**Cell area per tile**

(1.5 px per micron) The die is cut into 28 by 28 equal tiles; dark blue is low, red is high, 0 to 100% covered.
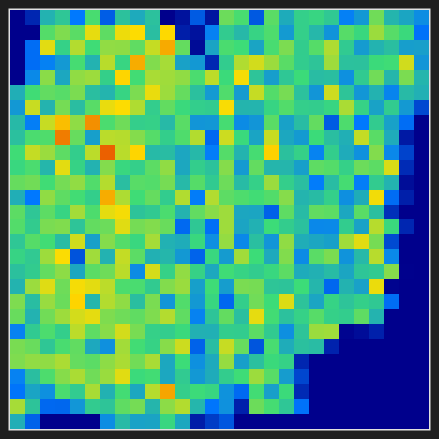
**M1 wires**

(1.5 px per micron) Supply wires on this layer in gray. Cells faint in the background.
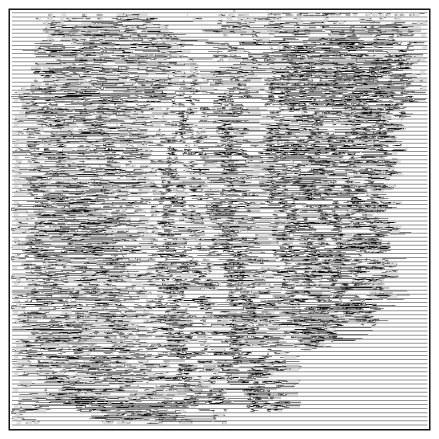
**Placed standard cells**

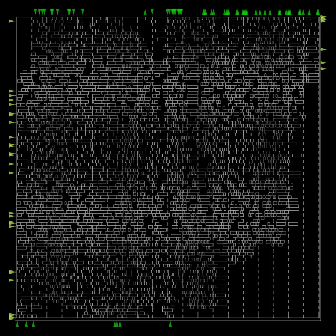
**Wires at chosen ports, followed through buffers**

(1 px per micron)
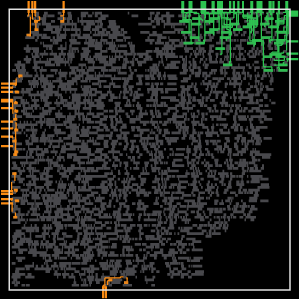
`src/rtl/rs_dsp_pkg.sv`:
```
// Shared types and helpers for the rs_dsp_macc_pipe multiply-accumulate slice.
//   fb_mode_e   : accumulate mode encoding carried on the feedback field
//   prod_width  : width of the signed product of two sign/zero-extended operands
//   sat_clamp   : clamp a wide signed value into a signed field of a given width
package rs_dsp_pkg;

  typedef enum logic [2:0] {
    FB_ACC  = 3'd0,
    FB_LOAD = 3'd1,
    FB_HOLD = 3'd2
  } fb_mode_e;

  // Each operand gains one bit so unsigned inputs can be multiplied as signed.
  localparam int unsigned ProdExtBits = 2;

  function automatic int unsigned prod_width(input int unsigned a_w, input int unsigned b_w);
    return a_w + b_w + ProdExtBits;
  endfunction

  // Product width of the default 20x18 configuration.
  localparam int unsigned DefProdW = prod_width(20, 18);

  // Widest value the clamp helper accepts; callers sign-extend into it.
  localparam int unsigned SatMaxW = 128;
  typedef logic signed [SatMaxW-1:0] sat_val_t;

  function automatic sat_val_t sat_clamp(input sat_val_t value, input int unsigned width);
    sat_val_t hi;
    sat_val_t lo;
    hi = (sat_val_t'(1) <<< (width - 1)) - sat_val_t'(1);
    lo = -(sat_val_t'(1) <<< (width - 1));
    if (value > hi) begin
      return hi;
    end else if (value < lo) begin
      return lo;
    end
    return value;
  endfunction

endpackage

```
`src/rtl/rs_dsp_macc_pipe_if.sv`:
```
// Sample/result bundle of rs_dsp_macc_pipe.
//   master : drives in_valid, operands and per-sample controls; receives out_valid, z, overflow
//   slave  : the MAC pipeline
interface rs_dsp_macc_pipe_if #(
  parameter int unsigned A_W   = 20,
  parameter int unsigned B_W   = 18,
  parameter int unsigned ACC_W = 38
) ();

  logic             in_valid;
  logic [A_W-1:0]   a;
  logic [B_W-1:0]   b;
  logic             unsigned_a;
  logic             unsigned_b;
  logic [2:0]       feedback;
  logic             load_acc;
  logic             subtract;
  logic [5:0]       shift_right;
  logic             round;
  logic             saturate_enable;
  logic             out_valid;
  logic [ACC_W-1:0] z;
  logic             overflow;

  modport master (
    output in_valid, a, b, unsigned_a, unsigned_b, feedback, load_acc, subtract,
           shift_right, round, saturate_enable,
    input  out_valid, z, overflow
  );

  modport slave (
    input  in_valid, a, b, unsigned_a, unsigned_b, feedback, load_acc, subtract,
           shift_right, round, saturate_enable,
    output out_valid, z, overflow
  );

endinterface

```
`src/rtl/rs_dsp_macc_post.sv`:
```
// Output post-processing of the MAC: round half-up, arithmetic right shift, optional
// saturation to ACC_W, then an optional output register stage.
// Build option: RS_DSP_MACC_SAT_EN enables the clamp; without it overflow_o is 0 and
// z_o is always the truncated result.
// Ports:
//   clk, lreset   : clock, asynchronous active-high reset
//   vld_i         : accumulator value on acc_i is a fresh result
//   acc_i         : accumulator (AW bits, two's complement)
//   shift_i       : arithmetic right shift amount
//   round_i       : add half an LSB of the shifted result before shifting
//   sat_en_i      : clamp instead of truncate when out of the signed ACC_W range
//   out_valid_o   : z_o / overflow_o valid
//   z_o           : post-processed result
//   overflow_o    : clamp was applied to this result
module rs_dsp_macc_post
  import rs_dsp_pkg::*;
#(
  parameter int unsigned AW      = 46,
  parameter int unsigned ACC_W   = 38,
  parameter int unsigned OUT_REG = 1
) (
  input  logic             clk,
  input  logic             lreset,
  input  logic             vld_i,
  input  logic [AW-1:0]    acc_i,
  input  logic [5:0]       shift_i,
  input  logic             round_i,
  input  logic             sat_en_i,
  output logic             out_valid_o,
  output logic [ACC_W-1:0] z_o,
  output logic             overflow_o
);

  // One extra bit so acc + rounding constant cannot wrap.
  localparam int unsigned RW = AW + 1;

  int unsigned          shamt;
  logic signed [RW-1:0] acc_sx;
  logic signed [RW-1:0] rnd_add;
  logic signed [RW-1:0] sum;
  logic signed [RW-1:0] r;
  logic [ACC_W-1:0]     z_c;
  logic                 ovf_c;

  always_comb begin
    shamt   = 32'(shift_i);
    acc_sx  = {acc_i[AW-1], acc_i};
    rnd_add = '0;
    if (round_i && shamt != 0 && shamt < AW) begin
      rnd_add = RW'(1) << (shamt - 1);
    end
    sum = acc_sx + rnd_add;
    // Shifting by the full accumulator width or more leaves only sign bits.
    if (shamt >= AW) begin
      r = {RW{acc_i[AW-1]}};
    end else begin
      r = sum >>> shamt;
    end
  end

`ifdef RS_DSP_MACC_SAT_EN
  sat_val_t r_wide;
  sat_val_t r_clamp;
  logic     unused_post;

  always_comb begin
    r_wide  = sat_val_t'(r);
    r_clamp = sat_clamp(r_wide, ACC_W);
    ovf_c   = sat_en_i && (r_clamp != r_wide);
    z_c     = ovf_c ? r_clamp[ACC_W-1:0] : r[ACC_W-1:0];
  end

  assign unused_post = ^r_clamp[SatMaxW-1:ACC_W];
`else
  logic unused_post;

  always_comb begin
    ovf_c = 1'b0;
    z_c   = r[ACC_W-1:0];
  end

  assign unused_post = sat_en_i ^ (^r[RW-1:ACC_W]);
`endif

  if (OUT_REG != 0) begin : g_out_reg
    logic             vld_q;
    logic [ACC_W-1:0] z_q;
    logic             ovf_q;

    always_ff @(posedge clk or posedge lreset) begin
      if (lreset) begin
        vld_q <= 1'b0;
        z_q   <= '0;
        ovf_q <= 1'b0;
      end else begin
        vld_q <= vld_i;
        if (vld_i) begin
          z_q   <= z_c;
          ovf_q <= ovf_c;
        end
      end
    end

    assign out_valid_o = vld_q;
    assign z_o         = z_q;
    assign overflow_o  = ovf_q;
  end else begin : g_out_comb
    assign out_valid_o = vld_i;
    assign z_o         = z_c;
    assign overflow_o  = ovf_c;
  end

endmodule

```
`src/rtl/rs_dsp_macc_pipe.sv`:
```
// Pipelined signed/unsigned multiply-accumulate with guard bits, feedback modes and
// round/shift/saturate post-processing. Stages: [input reg] -> mult+acc -> [output reg].
// Latency IN_REG+1+OUT_REG cycles; one result per valid input, no backpressure.
// Build option: RS_DSP_MACC_SAT_EN enables output saturation (see rs_dsp_macc_post).
// Ports:
//   clk     : clock, rising edge
//   lreset  : asynchronous active-high reset, clears every pipeline register and acc
//   bus     : slave side of rs_dsp_macc_pipe_if (sample in, result out)
module rs_dsp_macc_pipe
  import rs_dsp_pkg::*;
#(
  parameter int unsigned A_W     = 20,
  parameter int unsigned B_W     = 18,
  parameter int unsigned ACC_W   = 38,
  parameter int unsigned GUARD   = 8,
  parameter int unsigned IN_REG  = 1,
  parameter int unsigned OUT_REG = 1
) (
  input  logic              clk,
  input  logic              lreset,
  rs_dsp_macc_pipe_if.slave bus
);

  localparam int unsigned AW = ACC_W + GUARD;
  localparam int unsigned PW = prod_width(A_W, B_W);

  if (ACC_W < A_W + B_W) begin : g_chk_acc_w
    $fatal(1, "rs_dsp_macc_pipe: ACC_W=%0d must be >= A_W+B_W=%0d", ACC_W, A_W + B_W);
  end
  if (IN_REG > 1 || OUT_REG > 1) begin : g_chk_regs
    $fatal(1, "rs_dsp_macc_pipe: IN_REG and OUT_REG must be 0 or 1");
  end

  // Everything that belongs to one sample travels together.
  typedef struct packed {
    logic           vld;
    logic [A_W-1:0] a;
    logic [B_W-1:0] b;
    logic           ua;
    logic           ub;
    logic [2:0]     fb;
    logic           load;
    logic           sub;
    logic [5:0]     sh;
    logic           rnd;
    logic           sat;
  } smp_t;

  smp_t smp_in;
  smp_t s1;

  always_comb begin
    smp_in.vld  = bus.in_valid;
    smp_in.a    = bus.a;
    smp_in.b    = bus.b;
    smp_in.ua   = bus.unsigned_a;
    smp_in.ub   = bus.unsigned_b;
    smp_in.fb   = bus.feedback;
    smp_in.load = bus.load_acc;
    smp_in.sub  = bus.subtract;
    smp_in.sh   = bus.shift_right;
    smp_in.rnd  = bus.round;
    smp_in.sat  = bus.saturate_enable;
  end

  if (IN_REG != 0) begin : g_in_reg
    smp_t in_q;

    // Payload only captured on valid beats; idle cycles just drop the valid bit.
    always_ff @(posedge clk or posedge lreset) begin
      if (lreset) begin
        in_q <= '0;
      end else if (smp_in.vld) begin
        in_q <= smp_in;
      end else begin
        in_q.vld <= 1'b0;
      end
    end

    assign s1 = in_q;
  end else begin : g_in_comb
    assign s1 = smp_in;
  end

  // Multiply + accumulate stage.
  logic signed [A_W:0]    a_ext;
  logic signed [B_W:0]    b_ext;
  logic signed [PW-1:0]   prod;
  logic signed [AW-1:0]   p_sx;
  logic signed [AW-1:0]   p_term;
  logic signed [AW-1:0]   acc_d;
  logic signed [AW-1:0]   acc_q;
  logic                   acc_vld_q;
  logic [5:0]             sh_q;
  logic                   rnd_q;
  logic                   sat_q;

  always_comb begin
    a_ext  = {(s1.ua ? 1'b0 : s1.a[A_W-1]), s1.a};
    b_ext  = {(s1.ub ? 1'b0 : s1.b[B_W-1]), s1.b};
    prod   = a_ext * b_ext;
    p_sx   = AW'(prod);
    p_term = s1.sub ? -p_sx : p_sx;

    acc_d = acc_q;
    if (s1.vld) begin
      if (s1.load) begin
        acc_d = p_term;
      end else begin
        case (s1.fb)
          FB_LOAD: acc_d = p_term;
          FB_HOLD: acc_d = acc_q;
          // FB_ACC and the reserved codes 3..7
          default: acc_d = acc_q + p_term;
        endcase
      end
    end
  end

  always_ff @(posedge clk or posedge lreset) begin
    if (lreset) begin
      acc_q     <= '0;
      acc_vld_q <= 1'b0;
      sh_q      <= '0;
      rnd_q     <= 1'b0;
      sat_q     <= 1'b0;
    end else begin
      acc_q     <= acc_d;
      acc_vld_q <= s1.vld;
      if (s1.vld) begin
        sh_q  <= s1.sh;
        rnd_q <= s1.rnd;
        sat_q <= s1.sat;
      end
    end
  end

  rs_dsp_macc_post #(
    .AW      (AW),
    .ACC_W   (ACC_W),
    .OUT_REG (OUT_REG)
  ) u_post (
    .clk         (clk),
    .lreset      (lreset),
    .vld_i       (acc_vld_q),
    .acc_i       (acc_q),
    .shift_i     (sh_q),
    .round_i     (rnd_q),
    .sat_en_i    (sat_q),
    .out_valid_o (bus.out_valid),
    .z_o         (bus.z),
    .overflow_o  (bus.overflow)
  );

endmodule

```
`src/flat_wrapper.sv`:
```
// flat-port wrapper written by rule: the top's interface ports become plain ports
module rs_dsp_macc_pipe_flat import rs_dsp_pkg::*;
#(
  parameter int unsigned A_W     = 20,
  parameter int unsigned B_W     = 18,
  parameter int unsigned ACC_W   = 38,
  parameter int unsigned GUARD   = 8,
  parameter int unsigned IN_REG  = 1,
  parameter int unsigned OUT_REG = 1
)
  (clk, lreset, bus_in_valid, bus_a, bus_b, bus_unsigned_a, bus_unsigned_b, bus_feedback, bus_load_acc, bus_subtract, bus_shift_right, bus_round, bus_saturate_enable, bus_out_valid, bus_z, bus_overflow);
  rs_dsp_macc_pipe_if #(.A_W(A_W), .B_W(B_W), .ACC_W(ACC_W)) bus_i ();
  input  logic clk;
  input  logic lreset;
  input wire logic [$bits(bus_i.in_valid)-1:0] bus_in_valid;
  input wire logic [$bits(bus_i.a)-1:0] bus_a;
  input wire logic [$bits(bus_i.b)-1:0] bus_b;
  input wire logic [$bits(bus_i.unsigned_a)-1:0] bus_unsigned_a;
  input wire logic [$bits(bus_i.unsigned_b)-1:0] bus_unsigned_b;
  input wire logic [$bits(bus_i.feedback)-1:0] bus_feedback;
  input wire logic [$bits(bus_i.load_acc)-1:0] bus_load_acc;
  input wire logic [$bits(bus_i.subtract)-1:0] bus_subtract;
  input wire logic [$bits(bus_i.shift_right)-1:0] bus_shift_right;
  input wire logic [$bits(bus_i.round)-1:0] bus_round;
  input wire logic [$bits(bus_i.saturate_enable)-1:0] bus_saturate_enable;
  output wire logic [$bits(bus_i.out_valid)-1:0] bus_out_valid;
  output wire logic [$bits(bus_i.z)-1:0] bus_z;
  output wire logic [$bits(bus_i.overflow)-1:0] bus_overflow;
  assign bus_i.in_valid = bus_in_valid;
  assign bus_i.a = bus_a;
  assign bus_i.b = bus_b;
  assign bus_i.unsigned_a = bus_unsigned_a;
  assign bus_i.unsigned_b = bus_unsigned_b;
  assign bus_i.feedback = bus_feedback;
  assign bus_i.load_acc = bus_load_acc;
  assign bus_i.subtract = bus_subtract;
  assign bus_i.shift_right = bus_shift_right;
  assign bus_i.round = bus_round;
  assign bus_i.saturate_enable = bus_saturate_enable;
  assign bus_out_valid = bus_i.out_valid;
  assign bus_z = bus_i.z;
  assign bus_overflow = bus_i.overflow;
  rs_dsp_macc_pipe #(.A_W(A_W), .B_W(B_W), .ACC_W(ACC_W), .GUARD(GUARD), .IN_REG(IN_REG), .OUT_REG(OUT_REG)) u_core (.clk(clk), .lreset(lreset), .bus(bus_i));
endmodule
```
`config.mk`:
```
export PLATFORM = sky130hd
export DESIGN_NAME = rs_dsp_macc_pipe_flat
export DESIGN_NICKNAME = d
export VERILOG_FILES = /design/src/rtl/rs_dsp_pkg.sv /design/src/rtl/rs_dsp_macc_pipe_if.sv /design/src/rtl/rs_dsp_macc_post.sv /design/src/rtl/rs_dsp_macc_pipe.sv /design/src/flat_wrapper.sv
export SDC_FILE = /design/constraint.sdc
export NUM_CORES = 2
export LEC_CHECK = 0
export CAP_MARGIN = 20
export CORE_UTILIZATION = 41
export CTS_CLUSTER_SIZE = 25
export DETAILED_ROUTE_END_ITERATION = 10
export MAX_ROUTING_LAYER = met4
export PLACE_DENSITY_LB_ADDON = 0.12
export SLEW_MARGIN = 20
export SYNTH_ARGS = -nofsm -noshare
export SYNTH_HDL_FRONTEND = slang
export SYNTH_SLANG_ARGS = --single-unit
```
`constraint.sdc`:
```
create_clock -name clk -period 12.2 [get_ports clk]
set_clock_uncertainty 0.05 [all_clocks]
set_input_delay 2.44 -clock clk [delete_from_list [all_inputs] [get_ports clk]]
set_output_delay 2.44 -clock clk [all_outputs]
set_load 0.005 [all_outputs]
```
==> out/results.ini <==
[synth]
synth.avg_cell_area_sq_um = 8.269
ys_area_sq_mm = 0.03153
ys_ff = 146
fp_nets = 4486
yosys_cells = 3813
synth.distinct_cells = 93
edf_count = 0
synth-seq-area-share_pct = 11.59
flop_cell = dfrtp_1
synthCells = 3813
syn_area_sq_mm = 0.03153
yosysWarnings = 0
async_flop_share_pct = 100.0

[clocking]
clock-root-buffer = clkbuf_16
clock_sinks = 146
cts_max_path_buffers = 2
ctsResizeCount = 0
cts_tree = yes
cts_hold_buf = 0
clkTransAtPathRegs_ns = 0.07
htreeDepth = 4
postCtsSetupBuffers = 0
cts-buffers-inserted = 17
clk_latency_ns = 0.49

[drt]
drc = 0
vias_per_cell = 5.583
drt-pass1-iter-count = 6
drtIter0Drc = 1727
drt-wirelength-per-cell_microns = 19.58
antenna_left = 0

[placed_design]
gp_congestion = 0.9573
detailed_place_hpwl_microns = 76650
placed_cell_area_sq_mm = 0.03331
pre_cts_ws_ns = 0.7057

[timing]
finalWorstSetupSlack_ns = 0.7252
rsz0062_at_grt = false
fmax_mhz = 87.15
relSlewSlack_pct = 28.43
tightestPinTransition_ns = 1.074
min_period_ns = 11.47
tns_ns = 0
finalMaxSlewViolations = 0
min_period_over_period_pct = 94.06
setup_viol = 0
hold_viol_final = 0
hold_ws_ns = 0.4334

[cells_and_area]
syn_to_final_growth_pct = 7.520
num_antenna_cells = 0
final_cell_mix = 485 x nand2_1, 483 x inv_1, 405 x fa_1
lay_top_count = nand2_1
final_layout_size_suffix_gt1_share_pct = 6.444
final_area_sq_mm = 0.03390
layout.nets = 4431

[floorplanning]
die_w_microns = 279.3
die_area_sq_mm = 0.07802
die_h_microns = 279.3
num_rows = 101

[flow_run]
max_cap_viol_count = 0
warnings = 29

[worst_setup_path]
rr_endpoint = u_core.acc_q[45]$_DFFE_PP0P_
critical_path_required_ns = 12.52
cp_slowest_cell = dfrtp_1
reg2reg_from = u_core.b_ext[1]$_DFFE_PP0P_
cp-start-kind = register
critical_path_class = reg -> reg
cpMostUsedCell = fa_1
crit_family = adder cells
r2r_cells = 35
max_stage_delay_ns = 0.73
reg2reg_slack_ns = 0.73
cp_max_fo = 22
worstSetupEndpointType = register
cp.buffers_inverters = 5
cp.arrival_ns = 11.80

[hold_path]
hp-start = u_core.g_in_reg.in_q[2]$_DFFE_PP0P_
hp-class = reg -> reg
hold_path_depth = 2
whs_endpoint = u_core.sh_q[0]$_DFFE_PP0P_

[status]
status = finished, final reports clean

[grt]
grt_max_degree = 66
overflow = 0
grt_pass1_wl_microns = 151600
first_global_vias = 27290
grt_usage_pct = 25.24

Notes on 'cell area per tile' above:
mean over tiles: 42%
emptiest ninth of the die: south-east
tiles over 75% full: 1.7%
nearly empty tiles: 11%
core area: 0.07608 sq mm
FP Util: 41.45%
Final Util: 44.56%

Notes on 'M1 wires' above:
longest straight run: 65.8 microns
share of all routed wire: 45%
nets with wire on the layer: 4120
main direction: horizontal
DRT Wirelength: 93990 microns
Vias: 26810
routing usage on met1: 32.08%

Notes on 'placed standard cells' above:
# Taps: 1030
Seq area share: 10.79%

Notes on 'wires at chosen ports, followed through buffers' above:
| port | color | direction | end cells | buffers | wire |
|---|---|---|---|---|---|
| `bus_a` | orange | input | 20 | 20 | 277 microns |
| `bus_z` | green | output | 38 | 38 | 1280 microns |
PortBufs: 93
io pins: 96

## per-layer routing
| metal | vias up | part of all wire, % | GRT usage (%) |
|---|---|---|---|
| met2 | 610 | 48 | 42.02 |
| met5 | - | 0 | - |
| met3 | 138 | 3.5 | 2.519 |
| li1 | 12830 | - | - |
| met4 | 0 | 3.2 | 8.580 |
| met1 | 13230 | 45 | 32.08 |
## worst max path at each step
stage | cells past startpoint | slack (ns) | from | to
2_1_floorplan | 36 | 1.96 | u_core.b_ext[1]$_DFFE_PP0P_ | u_core.acc_q[45]$_DFFE_PP0P_
3_3_place_gp | 35 | 0.73 | u_core.b_ext[1]$_DFFE_PP0P_ | u_core.acc_q[45]$_DFFE_PP0P_
3_5_place_dp | 35 | 0.71 | u_core.b_ext[1]$_DFFE_PP0P_ | u_core.acc_q[45]$_DFFE_PP0P_
4_1_cts | 35 | 0.68 | u_core.b_ext[1]$_DFFE_PP0P_ | u_core.acc_q[45]$_DFFE_PP0P_
5_1_grt | 35 | 0.03 | u_core.b_ext[1]$_DFFE_PP0P_ | u_core.acc_q[45]$_DFFE_PP0P_
6_report | 35 | 0.73 | u_core.b_ext[1]$_DFFE_PP0P_ | u_core.acc_q[45]$_DFFE_PP0P_
## cells in the mapped netlist, types with 14 or more instances
cell,count,area (sq um)
o221ai_1,16,140.1
nand4_1,35,219.0
clkbuf_1,197,739.5
a21oi_1,201,1006
mux2i_1,42,420.4
nand2_1,485,1821
fa_1,405,8108
xnor2_1,93,814.5
and2_1,174,1089
nand2b_1,22,137.6
o211ai_1,48,360.4
nand3_1,58,290.3
a21o_1,53,397.9
dfrtp_1,146,3654
buf_1,15,56.30
a311oi_1,15,131.4
mux4_2,29,653.1
a31oi_1,35,219.0
a211oi_1,48,360.4
o21ai_0,161,805.8
a211o_1,15,131.4
xor2_1,46,402.9
o21a_1,30,225.2
o21bai_1,17,127.6
ha_1,212,2653
o31ai_1,21,157.7
mux2_2,63,709.4
a221oi_1,14,122.6
or2_2,29,181.4
nor2_1,256,960.9
inv_1,486,1824
or3_1,26,162.7
nor3_1,67,335.3
and3_1,28,175.2
## through the flow
step	utilization, %	instances
4_1_cts	44.56	4801
3_5_place_dp	43.79	4769
5_1_grt	44.56	4801
2_1_floorplan	-	3813
6_report	44.56	4801
3_3_place_gp	43.79	4769
## logic make-up after synthesis
group / Yosys count / share of synthesized area (%)
compound gates: 828 / 17.65
mux: 135 / 5.738
xor+xnor: 139 / 3.861
flops: 146 / 11.59
simple gates: 1241 / 18.59
fa+ha+maj: 617 / 34.13
other cells: 1 / 0.01189
buf+inv: 706 / 8.429
## flip-flops by register name (all words and copies together), names as in the netlist
| register | cells |
|---|---|
| u_core.acc_q | 46 |
| u_core.sh_q | 6 |
| u_core.b_ext | 18 |
| u_core.a_ext | 20 |
| u_core.rnd_q | 1 |
| u_core.acc_vld_q | 1 |
| u_core.u_post.z_o | 38 |
| u_core.g_in_reg.in_q | 15 |
| u_core.u_post.out_valid_o | 1 |
## area by class of cell
cell class,instances,area (sq um)
clock buffers,17,425.4
well taps,1030,1289
multi-input cells,2961,25230
flip-flops and latches,146,3657
fillers,7789,42170
repair buffers,142,1294
clock inverters,15,161.4
inverters,490,1844
